[config.mk]
export PLATFORM = sky130hd
export DESIGN_NAME = sat_counter
export DESIGN_NICKNAME = d
export VERILOG_FILES = /design/src/rtl/count_seq_checker_sat_counter.sv
export SDC_FILE = /design/constraint.sdc
export NUM_CORES = 1
export LEC_CHECK = 0
export CAP_MARGIN = 15
export CORE_AREA = 2 2 39 41
export CTS_CLUSTER_DIAMETER = 80
export CTS_CLUSTER_SIZE = 40
export DETAILED_ROUTE_END_ITERATION = 10
export DIE_AREA = 0 0 41 43
export GPL_TIMING_DRIVEN = 1
export PLACE_DENSITY = 0.71
export SLEW_MARGIN = 20
export SYNTH_ARGS = -nofsm -noshare
export SYNTH_HDL_FRONTEND = slang
export SYNTH_SLANG_ARGS = --single-unit
[constraint.sdc]
create_clock -name clk -period 1.9 [get_ports clk]
set_clock_uncertainty 0.05 [all_clocks]
set_input_delay 0.19 -clock clk [delete_from_list [all_inputs] [get_ports clk]]
set_output_delay 0.19 -clock clk [all_outputs]
set_load 0.01 [all_outputs]
[src/rtl/count_seq_checker_sat_counter.sv]
// sat_counter: EW-bit saturating incrementer with synchronous clear; also exposes its next value
module sat_counter #(
    parameter int EW = 8
) (
    input  logic          clk,
    input  logic          rst,
    input  logic          clr,
    input  logic          inc,
    output logic [EW-1:0] count,
    output logic [EW-1:0] count_nxt
);

    logic [EW-1:0] count_q, count_d;

    // Clear wins over increment; increment stops at all-ones
    always_comb begin
        count_d = clr ? '0 : (inc && count_q != '1) ? count_q + EW'(1) : count_q;
    end

    // Count register
    always_ff @(posedge clk or posedge rst) begin
        if (rst) count_q <= '0;
        else     count_q <= count_d;
    end

    assign count     = count_q;
    assign count_nxt = count_d;

endmodule

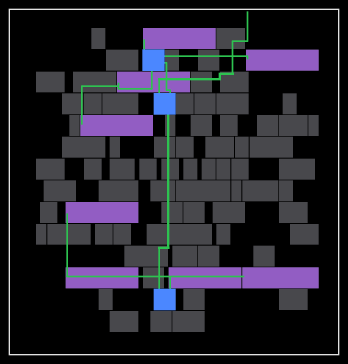
**Above:** run 1 (clock wires, drivers and flops).
(8 px per um)
- green: clock wires (length 120 um)
- blue: clock drivers (count 3)
- purple: flip-flops (count 8)
- routed clock nets: 4
Clk network pwr share: 34.4%
clock network power: 130 uW
clk_lat worst skew: 0.25 ns

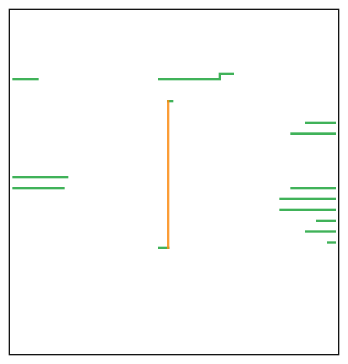
**Above:** run 1 (metal layers overlaid).
(8 px per um) Two of the layers only.
- orange: metal 4 (wire length 18.4 um)
- green: metal 3 (wire length 61.7 um)

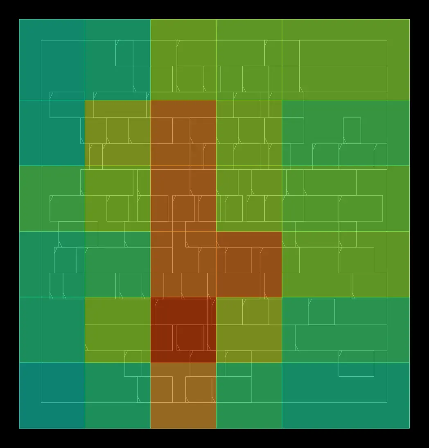
**Above:** run 1 (congestion heat map).
final core occ: 60.76%
DR WL/cell: 13.49 um
met3 Track Usage GR: 3.141%
most used routing layer: met2

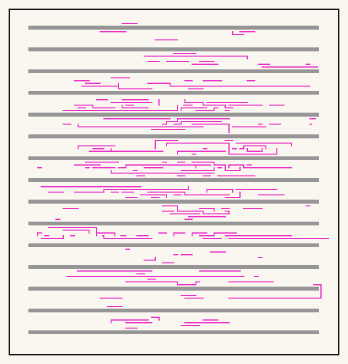
**Above:** run 1 (the metal 1 layer).
(8 px per um) Supply wires on this layer in grey.
- share of all routed wire: 45%
- longest straight run: 22.1 um
- wire length on this layer: 591 um
- main direction: horizontal
- nets with wire on the layer: 77
routing usage on met1: 20.66%
vias: 517
final WL: 1322 um

==> out/summary.txt, run 1 <==
Status: complete, no violations
Final hold vios: 0
# Cells Yosys: 48
Power Density: 449.6 nW/um^2
EDFF count, synth: 0
Minimum clock period: 1.891 ns
Core area: 1384 um^2
Crit path DAT: 1.65 ns
Register share of total power: 47.0%
Fmax: 528.9 MHz
R2R setup slack: 0.46 ns
Clock transition at path regs: 0.05 ns
Top-count cell post-synth: dfrtp_1
Crit-path cells: ha_2 -> and3_4 -> a211oi_2 -> mux2_4 -> buf_6
#FFs+latches synth: 8
Ys Warns: 0
DRC: 0
Dpl cell area: 790.8 um^2
Pin count of the biggest net entering global routing: 9
CTS Hold Bufs: 0
Yosys simple share: 24.37%
Synth cell types: 25
Post-Synthesis Cells: 48
Global route overflow: 0
Area Overhead vs Synth: 68.84%
Critical path class: reg2out
Crit path from: count[1]$_DFF_PP0_
Die width: 41 um
First-pass GRT wire length: 1842 um
P_leak: 0.3958 nW
Synth Seq Share: 40.20%
Drt first pass iters: 2
Tool warnings: 28
Initial antenna violation count: 0
Adder share: 2.513%
Die area: 1763 um^2
Mux cell area share: 11.06%
Detailed Place HPWL: 976.5 um
Synth top area cells: dfrtp_1, mux2_4, nor2b_1
FILL cells: 128
Sw power: 91.42 uW
Syn nets: 53
Max FO, Critical Path: 3
-- run 1: power groups by stage --
stage	Sequential, mW	Combinational [mW]	Clock [mW]
finish	0.178	0.0705	0.130
global route	0.178	0.0776	0.145
CTS	0.177	0.0659	0.137
detailed placement	0.180	0.0661	0
global placement	0.180	0.0645	0
floorplan	0.184	0.0225	0
-- run 1: repair_timing --
action                     4_1_cts  5_1_grt
resized                         31       12
hold endpoints to repair         0        0
buffers inserted                 0        1
setup endpoints to repair        8        7
pin swaps                        4        4
-- run 1: cells in the final DEF, fill, tap and decap left out --
| cell | instances |
|---|---|
| nor2b_1 | 4 |
| o21ai_2 | 1 |
| a21boi_0 | 1 |
| dfrtp_2 | 1 |
| and4_4 | 1 |
| inv_1 | 1 |
| and4_1 | 1 |
| a211oi_2 | 2 |
| a21oi_1 | 4 |
| or3_1 | 1 |
| buf_2 | 4 |
| buf_4 | 14 |
| mux2i_2 | 1 |
| nand2b_1 | 3 |
| dfrtp_1 | 7 |
| a21boi_4 | 1 |
| buf_6 | 2 |
| a21oi_2 | 1 |
| dlymetal6s2s_1 | 1 |
| and3_1 | 1 |
| clkbuf_4 | 3 |
| clkbuf_2 | 2 |
| and3_4 | 2 |
| nand4_1 | 2 |
| mux2_4 | 3 |
| a311oi_2 | 2 |
| ha_2 | 1 |
| clkdlybuf4s50_1 | 10 |
| nor2_1 | 3 |
| nand2_1 | 2 |
-- run 1: layer usage --
layer | part of all wire [%] | vias up | global-route usage [%]
li1 | - | 250 | -
met1 | 45 | 250 | 20.66
met2 | 49 | 15 | 22.50
met3 | 4.6 | 2 | 3.141
met4 | 1.4 | 0 | 10.00
met5 | 0 | - | 0
-- run 1: metrics by stage --
stage / power (mW) / std cells / TNS [ns] / hold WS (ns)
finish: 0.3780 / 98 / 0 / 0.1492
global route: 0.4000 / 98 / -0.1491 / 0.2123
CTS: 0.3800 / 97 / -0.02227 / 0.1678
detailed placement: 0.2463 / 94 / -1.795 / 0.4443
global placement: 0.2447 / 94 / -1.676 / 0.4157
floorplan: 0.2068 / 48 / 0 / -0.04434
-- run 1: layout make-up --
class | count | area, um^2 | share of cell area (%)
multi-input cells | 37 | 322.8 | 38.39
repair buffers | 33 | 270.3 | 32.14
flip-flops and latches | 8 | 201.4 | 23.96
clock buffers | 3 | 22.52 | 2.679
well taps | 16 | 20.02 | 2.381
inverters | 1 | 3.754 | 0.4464
-- run 1: critical path: cells and delay by family, from the launching register on --
kind	cells	cell delay (ns)
fa+ha+maj	1	0.19
compound gates	1	0.21
mux	1	0.33
flops	1	0.38
buf+inv	1	0.12
simple gates	1	0.17
-- run 1: how the worst max path moves through the flow --
stage                     cells after the start  slack [ns]           end
final                                         5       0.009  count_nxt[5]
after global routing                          6       -0.07  count_nxt[4]
after CTS                                     5       -0.02  count_nxt[1]
after detailed placement                      5       -0.32  count_nxt[5]
after global placement                        5       -0.33  count_nxt[7]
after floorplan                               4        0.19  count_nxt[5]
**Run 1: selected gate families**

(12 px per um)
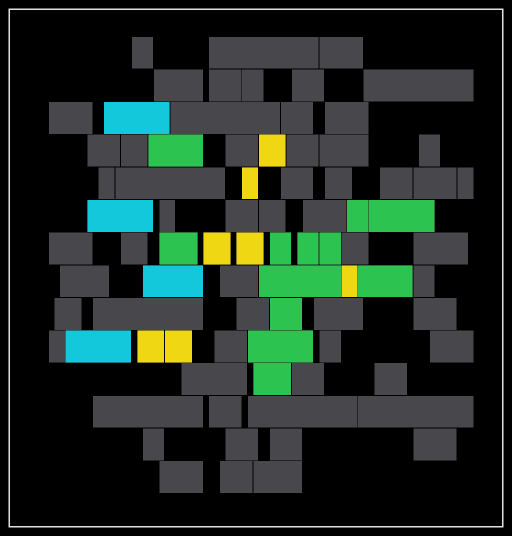

==> run 2: changes to the inputs <==
Settings changed: CTS_CLUSTER_SIZE 40 to default, GPL_TIMING_DRIVEN 1 to 0.
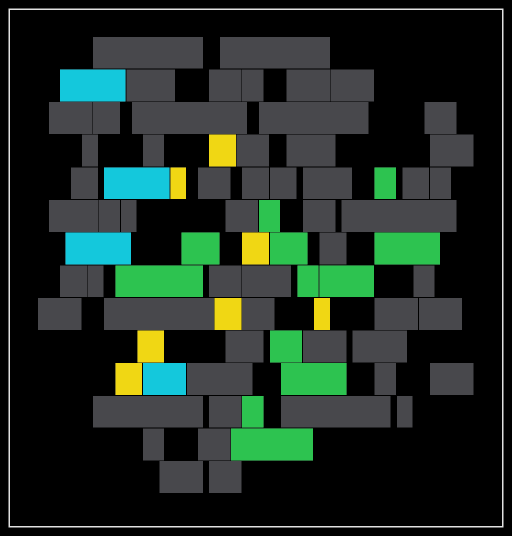
**Above:** run 2 (selected gate families).
(12 px per um)
- cyan: mux cells (cells 4)
- green: aoi and oai cells (cells 12)
- yellow: nand cells (cells 7)

==> run 2 against run 1 <==
Largest cell class unchanged; first-iteration DRC count grew 60%; critical path depth is the same; hold slack worse by 0.014 ns; final area down 3.4%; fmax fell by 4.4%; global-route usage increased by 2.6 points; setup slack worse by 0.086 ns; final cell count is 4.1% lower; the run now ends with setup timing left; core utilization fell by 2.1 points; sequential power hardly changed; die size stayed put.
==> out/summary.txt, run 2 <==
Failing checks: setup timing
Synth cell types: 25 (unchanged)
Synth Seq Share: 40.20% (unchanged)
Detailed Place HPWL: 907 um (was 976.5 um)
Final setup margin: -0.07684 ns (was 0.009285 ns)
Die width: 41 um (unchanged)
Power Density: 463.4 nW/um^2 (was 449.6 nW/um^2)
Max FO, Critical Path: 3 (unchanged)
Crit path DAT: 1.74 ns (was 1.65 ns)
Min Hold Slack: 0.1350 ns (was 0.1492 ns)
Status: finished with violations (was complete, no violations)
Final hold vios: 0 (unchanged)
Timing endpoint of the critical path: count_nxt[5] (unchanged)
# Cells Yosys: 48 (unchanged)
# placed instances: 83 (was 94)
Most numerous logic cells after layout: clkdlybuf4s50_1, buf_4, dfrtp_1 (was buf_4, clkdlybuf4s50_1, dfrtp_1)
CTS Hold Bufs: 0 (unchanged)
P_leak: 0.3777 nW (was 0.3958 nW)
Drt first pass iters: 4 (was 2)
Ys Warns: 0 (unchanged)
FILL cells: 129 (was 128)
Core area: 1384 um^2 (unchanged)
Syn nets: 53 (unchanged)
#FFs+latches synth: 8 (unchanged)
Clock transition at path regs: 0.06 ns (was 0.05 ns)
Global route overflow: 0 (unchanged)
Tool warnings: 28 (unchanged)
Post-Synthesis Cells: 48 (unchanged)
Endpoints failing setup: 2 (was 0)
First-pass GRT wire length: 2145 um (was 1842 um)
Top-count cell post-synth: dfrtp_1 (unchanged)
Vias: 507 (was 517)
Critical path class: reg2out (unchanged)
Crit path from: count[0]$_DFF_PP0_ (was count[1]$_DFF_PP0_)
Minimum clock period: 1.977 ns (was 1.891 ns)
Pin count of the biggest net entering global routing: 11 (was 9)
Fmax: 505.9 MHz (was 528.9 MHz)
EDFF count, synth: 0 (unchanged)
Synth top area cells: dfrtp_1, mux2_4, nor2b_1 (unchanged)
Final Net Count: 85 (was 89)
[run 2: cell count changes in the layout (fill, tap and decap cells not counted), sizes merged]
cell | before | now
buf | 20 | 16
[run 2: report_power, final]
group / switching [mW] / total (mW) / internal, mW / leakage, nW
logic: 0.0287 / 0.0631 / 0.0344 / 0.257
registers: 0.00332 / 0.178 / 0.175 / 0.107
clock network: 0.0625 / 0.135 / 0.0726 / 0.0138
total: 0.0946 / 0.376 / 0.282 / 0.378
[run 2: cell type report]
type | instances | area [um^2] | area share, %
timing repair buffer | 27 | 225.2 | 27.73
buffer | 2 | 16.27 | 2.003
inverter | 1 | 3.754 | 0.4622
clock buffer | 3 | 22.52 | 2.773
tap | 16 | 20.02 | 2.465
multi-input combinational | 37 | 321.6 | 39.60
sequential | 8 | 202.7 | 24.96
[run 2: critical path: stages (launching register included)]
cell and delay [ns]:
dfrtp_1 0.39, ha_2 0.19, and3_4 0.17, a211oi_4 0.26, mux2_4 0.33, buf_6 0.12
[run 2: logic make-up after synthesis]
kind of cell | Yosys count | share of synthesized area (%)
flops | 8 | 40.20
buf+inv | 3 | 3.767
mux | 4 | 11.05
fa+ha+maj | 1 | 2.512
compound gates | 12 | 18.09
simple gates | 20 | 24.37
[run 2: worst min-delay path by stage]
stage | end | cells past startpoint
final | count[7]$_DFF_PP0_ | 2
after global routing | count[7]$_DFF_PP0_ | 2
after CTS | count[7]$_DFF_PP0_ | 2
after detailed placement | count[7]$_DFF_PP0_ | 2
after global placement | count[2]$_DFF_PP0_ | 2
after floorplan | count[0]$_DFF_PP0_ | 1
[run 2: metal layers]
metal	up-vias	wire length (um)	track usage, %
li1	238	-	-
met1	246	609	24.17
met2	19	684	26.25
met3	4	71	3.141
met4	0	25	12.00
met5	-	0	0
[run 2: timing repair]
item / 4_1_cts / 5_1_grt
resized: 35 / 10
pin swaps: 6 / 4
endpoints found under the setup margin: 8 / 7
buffers inserted: 6 / 2
[run 2: per-stage QoR]
| step | cell area [um^2] | worst slack [ns] | util [%] |
|---|---|---|---|
| floorplan | 498.0 | 0.1948 | - |
| global placement | 708.2 | -0.3336 | 51.18 |
| detailed placement | 708.2 | -0.3554 | 51.18 |
| CTS | 787.0 | -0.1969 | 56.87 |
| global route | 812.0 | -0.1032 | 58.68 |
| finish | 812.0 | -0.07684 | 58.68 |
**Run 2: metal layers overlaid**

(8 px per um) Two of the layers only.
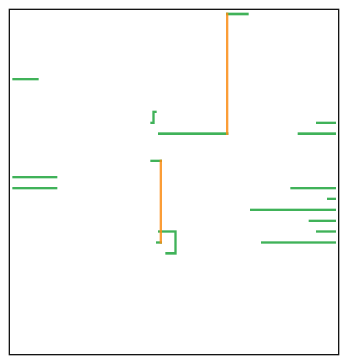

==> run 3: changes to the inputs <==
Settings changed: CORE_AREA 2 2 39 41 to 2 2 44 46, DIE_AREA 0 0 41 43 to 0 0 46 48, PLACE_DENSITY 0.71 to default.
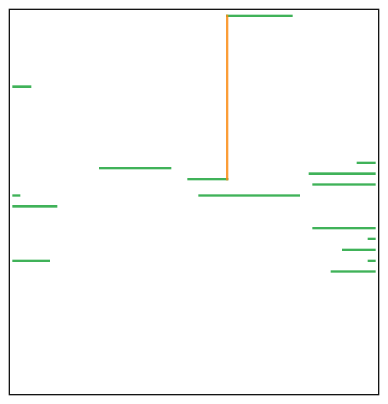
**Above:** run 3 (metal layers overlaid).
(8 px per um) Two of the layers only.
- green: metal 3 (wire length 82.3 um)
- orange: metal 4 (wire length 20.4 um)

==> run 3 against run 2 <==
The flow now finishes without violations; largest power group unchanged; clock power hardly changed; count of clock-buffer cells in the layout stayed put; critical path type unchanged; via count is 0.20% lower; critical endpoint is now count_nxt[1]; first-iteration DRC count is 88% lower; largest cell class unchanged; non-clock buffer count stayed put; final area is 0.46% higher; sequential power hardly changed; core utilization is 10 points lower; fmax is 4.4% higher.
==> out/summary.txt, run 3 <==
Synth cell types: 25 (unchanged)
Clk_lat worst skew: 0.26 ns (about the same)
Area Overhead vs Synth: 63.82% (was 63.07%)
Die width: 46 um (was 41 um)
Post-Synthesis Cells: 48 (unchanged)
TNS Setup: 0 ns (was -0.1368 ns)
DRC: 0 (unchanged)
# placed instances: 84 (was 83)
Dpl cell area: 709.4 um^2 (was 708.2 um^2)
Crit path DAT: 1.65 ns (was 1.74 ns)
Combinational share of power: 19.0% (was 16.8%)
Die area: 2208 um^2 (was 1763 um^2)
Clk network pwr share: 34.8% (was 35.9%)
Clock transition at path regs: 0.06 ns (about the same)
Slowest stage delay, CP: 0.38 ns (was 0.39 ns)
Core area: 1689 um^2 (was 1384 um^2)
Tool warnings: 28 (unchanged)
Critical path's slowest cell: dfrtp_1 (unchanged)
Status: complete, no violations (was finished with violations)
Most numerous logic cells after layout: clkdlybuf4s50_1, buf_4, dfrtp_1 (unchanged)
Top-count cell post-synth: dfrtp_1 (unchanged)
Minimum clock period: 1.894 ns (was 1.977 ns)
Synth top area cells: dfrtp_1, mux2_4, nor2b_1 (unchanged)
Final instance area: 815.8 um^2 (was 812.0 um^2)
Global route overflow: 0 (unchanged)
First-pass GRT wire length: 2083 um (was 2145 um)
Detailed Place HPWL: 853.9 um (was 907 um)
Ys Warns: 0 (unchanged)
Synth Seq Share: 40.20% (unchanged)
Crit-path cells: ha_2 -> and3_4 -> a21boi_4 -> buf_6 -> mux2i_4 -> buf_2 (was ha_2 -> and3_4 -> a211oi_4 -> mux2_4 -> buf_6)
Max FO, Critical Path: 3 (unchanged)
Final hold vios: 0 (unchanged)
Endpoints failing setup: 0 (was 2)
#FFs+latches synth: 8 (unchanged)
Fmax: 528.1 MHz (was 505.9 MHz)
Final Net Count: 85 (unchanged)
Non-Filler Instances: 95 (was 94)
Syn nets: 53 (unchanged)
Switching share of power: 25.26% (was 25.14%)
Crit path from: count[1]$_DFF_PP0_ (was count[0]$_DFF_PP0_)
P_leak: 0.3750 nW (was 0.3777 nW)
Sw power: 97.24 uW (was 94.61 uW)
Final WL: 1344 um (was 1390 um)
CTS Hold Bufs: 0 (unchanged)
DR WL/cell: 14.15 um (was 14.79 um)
Pin count of the biggest net entering global routing: 11 (unchanged)
[run 3: cell counts after synthesis]
Identical to the previous run, type by type.
[run 3: critical path: cells and delay by family (launching register included)]
kind            cells  cell delay (ns)
flops               1             0.38
compound gates      1             0.16
mux                 1             0.21
buf+inv             2             0.28
simple gates        1             0.17
fa+ha+maj           1             0.19
[run 3: layer usage]
metal  wire length, um  part of all wire, %  vias to the layer above  GRT usage (%)
li1                  -                    -                      242              -
met1               590                   44                      244          19.05
met2               651                   48                       18          19.44
met3                82                  6.1                        2          6.792
met4                20                  1.5                        0          5.143
met5                 0                    0                        -              0
[run 3: logic make-up (layout without fill, tap and decap cells)]
group	after synthesis	in the layout	share of synthesized area [%]
multiplexers	4	4	11.05
flip-flops	8	8	40.20
adder cells (fa/ha/maj)	1	1	2.512
buffers and inverters	3	33	3.767
AND/OR/NAND/NOR	20	20	24.37
AND-OR/OR-AND	12	12	18.09
[run 3: power by group through the flow]
stage	sequential [mW]	combinational [mW]	clock [mW]
global placement	0.183	0.0527	0
finish	0.178	0.0733	0.134
global route	0.178	0.0804	0.159
floorplan	0.184	0.0225	0
CTS	0.177	0.0661	0.143
detailed placement	0.184	0.0529	0
[run 3: area by class of cell]
type | count | area, um^2
fill | 167 | 873.3
multi-input combinational | 37 | 324.1
timing repair buffer | 28 | 236.5
sequential | 8 | 202.7
clock buffer | 3 | 22.52
tap | 17 | 21.27
buffer | 1 | 5.005
inverter | 1 | 3.754
[run 3: final timing paths]
check / depth (start not counted) / slack (ns) / end
max: 6 / 0.006 / count_nxt[1]
min: 2 / 0.14 / count[7]$_DFF_PP0_
max reg2reg: 6 / 0.42 / count[1]$_DFF_PP0_
min reg2reg: 2 / 0.62 / count[6]$_DFF_PP0_
max in group asynchronous: 2 / 1.39 / count[3]$_DFF_PP0_
min in group clk: 3 / 0.38 / count[2]$_DFF_PP0_
[run 3: per-stage QoR]
stage	hold WS, ns	setup slack (ns)
2_1_floorplan	-0.04434	0.1948
3_3_place_gp	0.4232	-0.3214
3_5_place_dp	0.4189	-0.3213
4_1_cts	0.1445	-0.03140
5_1_grt	0.1711	-0.06992
6_report	0.1412	0.006264
[run 3: timing repair]
action                                  in CTS  in global routing
gates resized                               38                  9
endpoints found under the setup margin       8                  7
buffers inserted                             7                  2
pin swaps                                    6                  3
Power figures rest on the tool's default switching activity, not on a simulated workload.
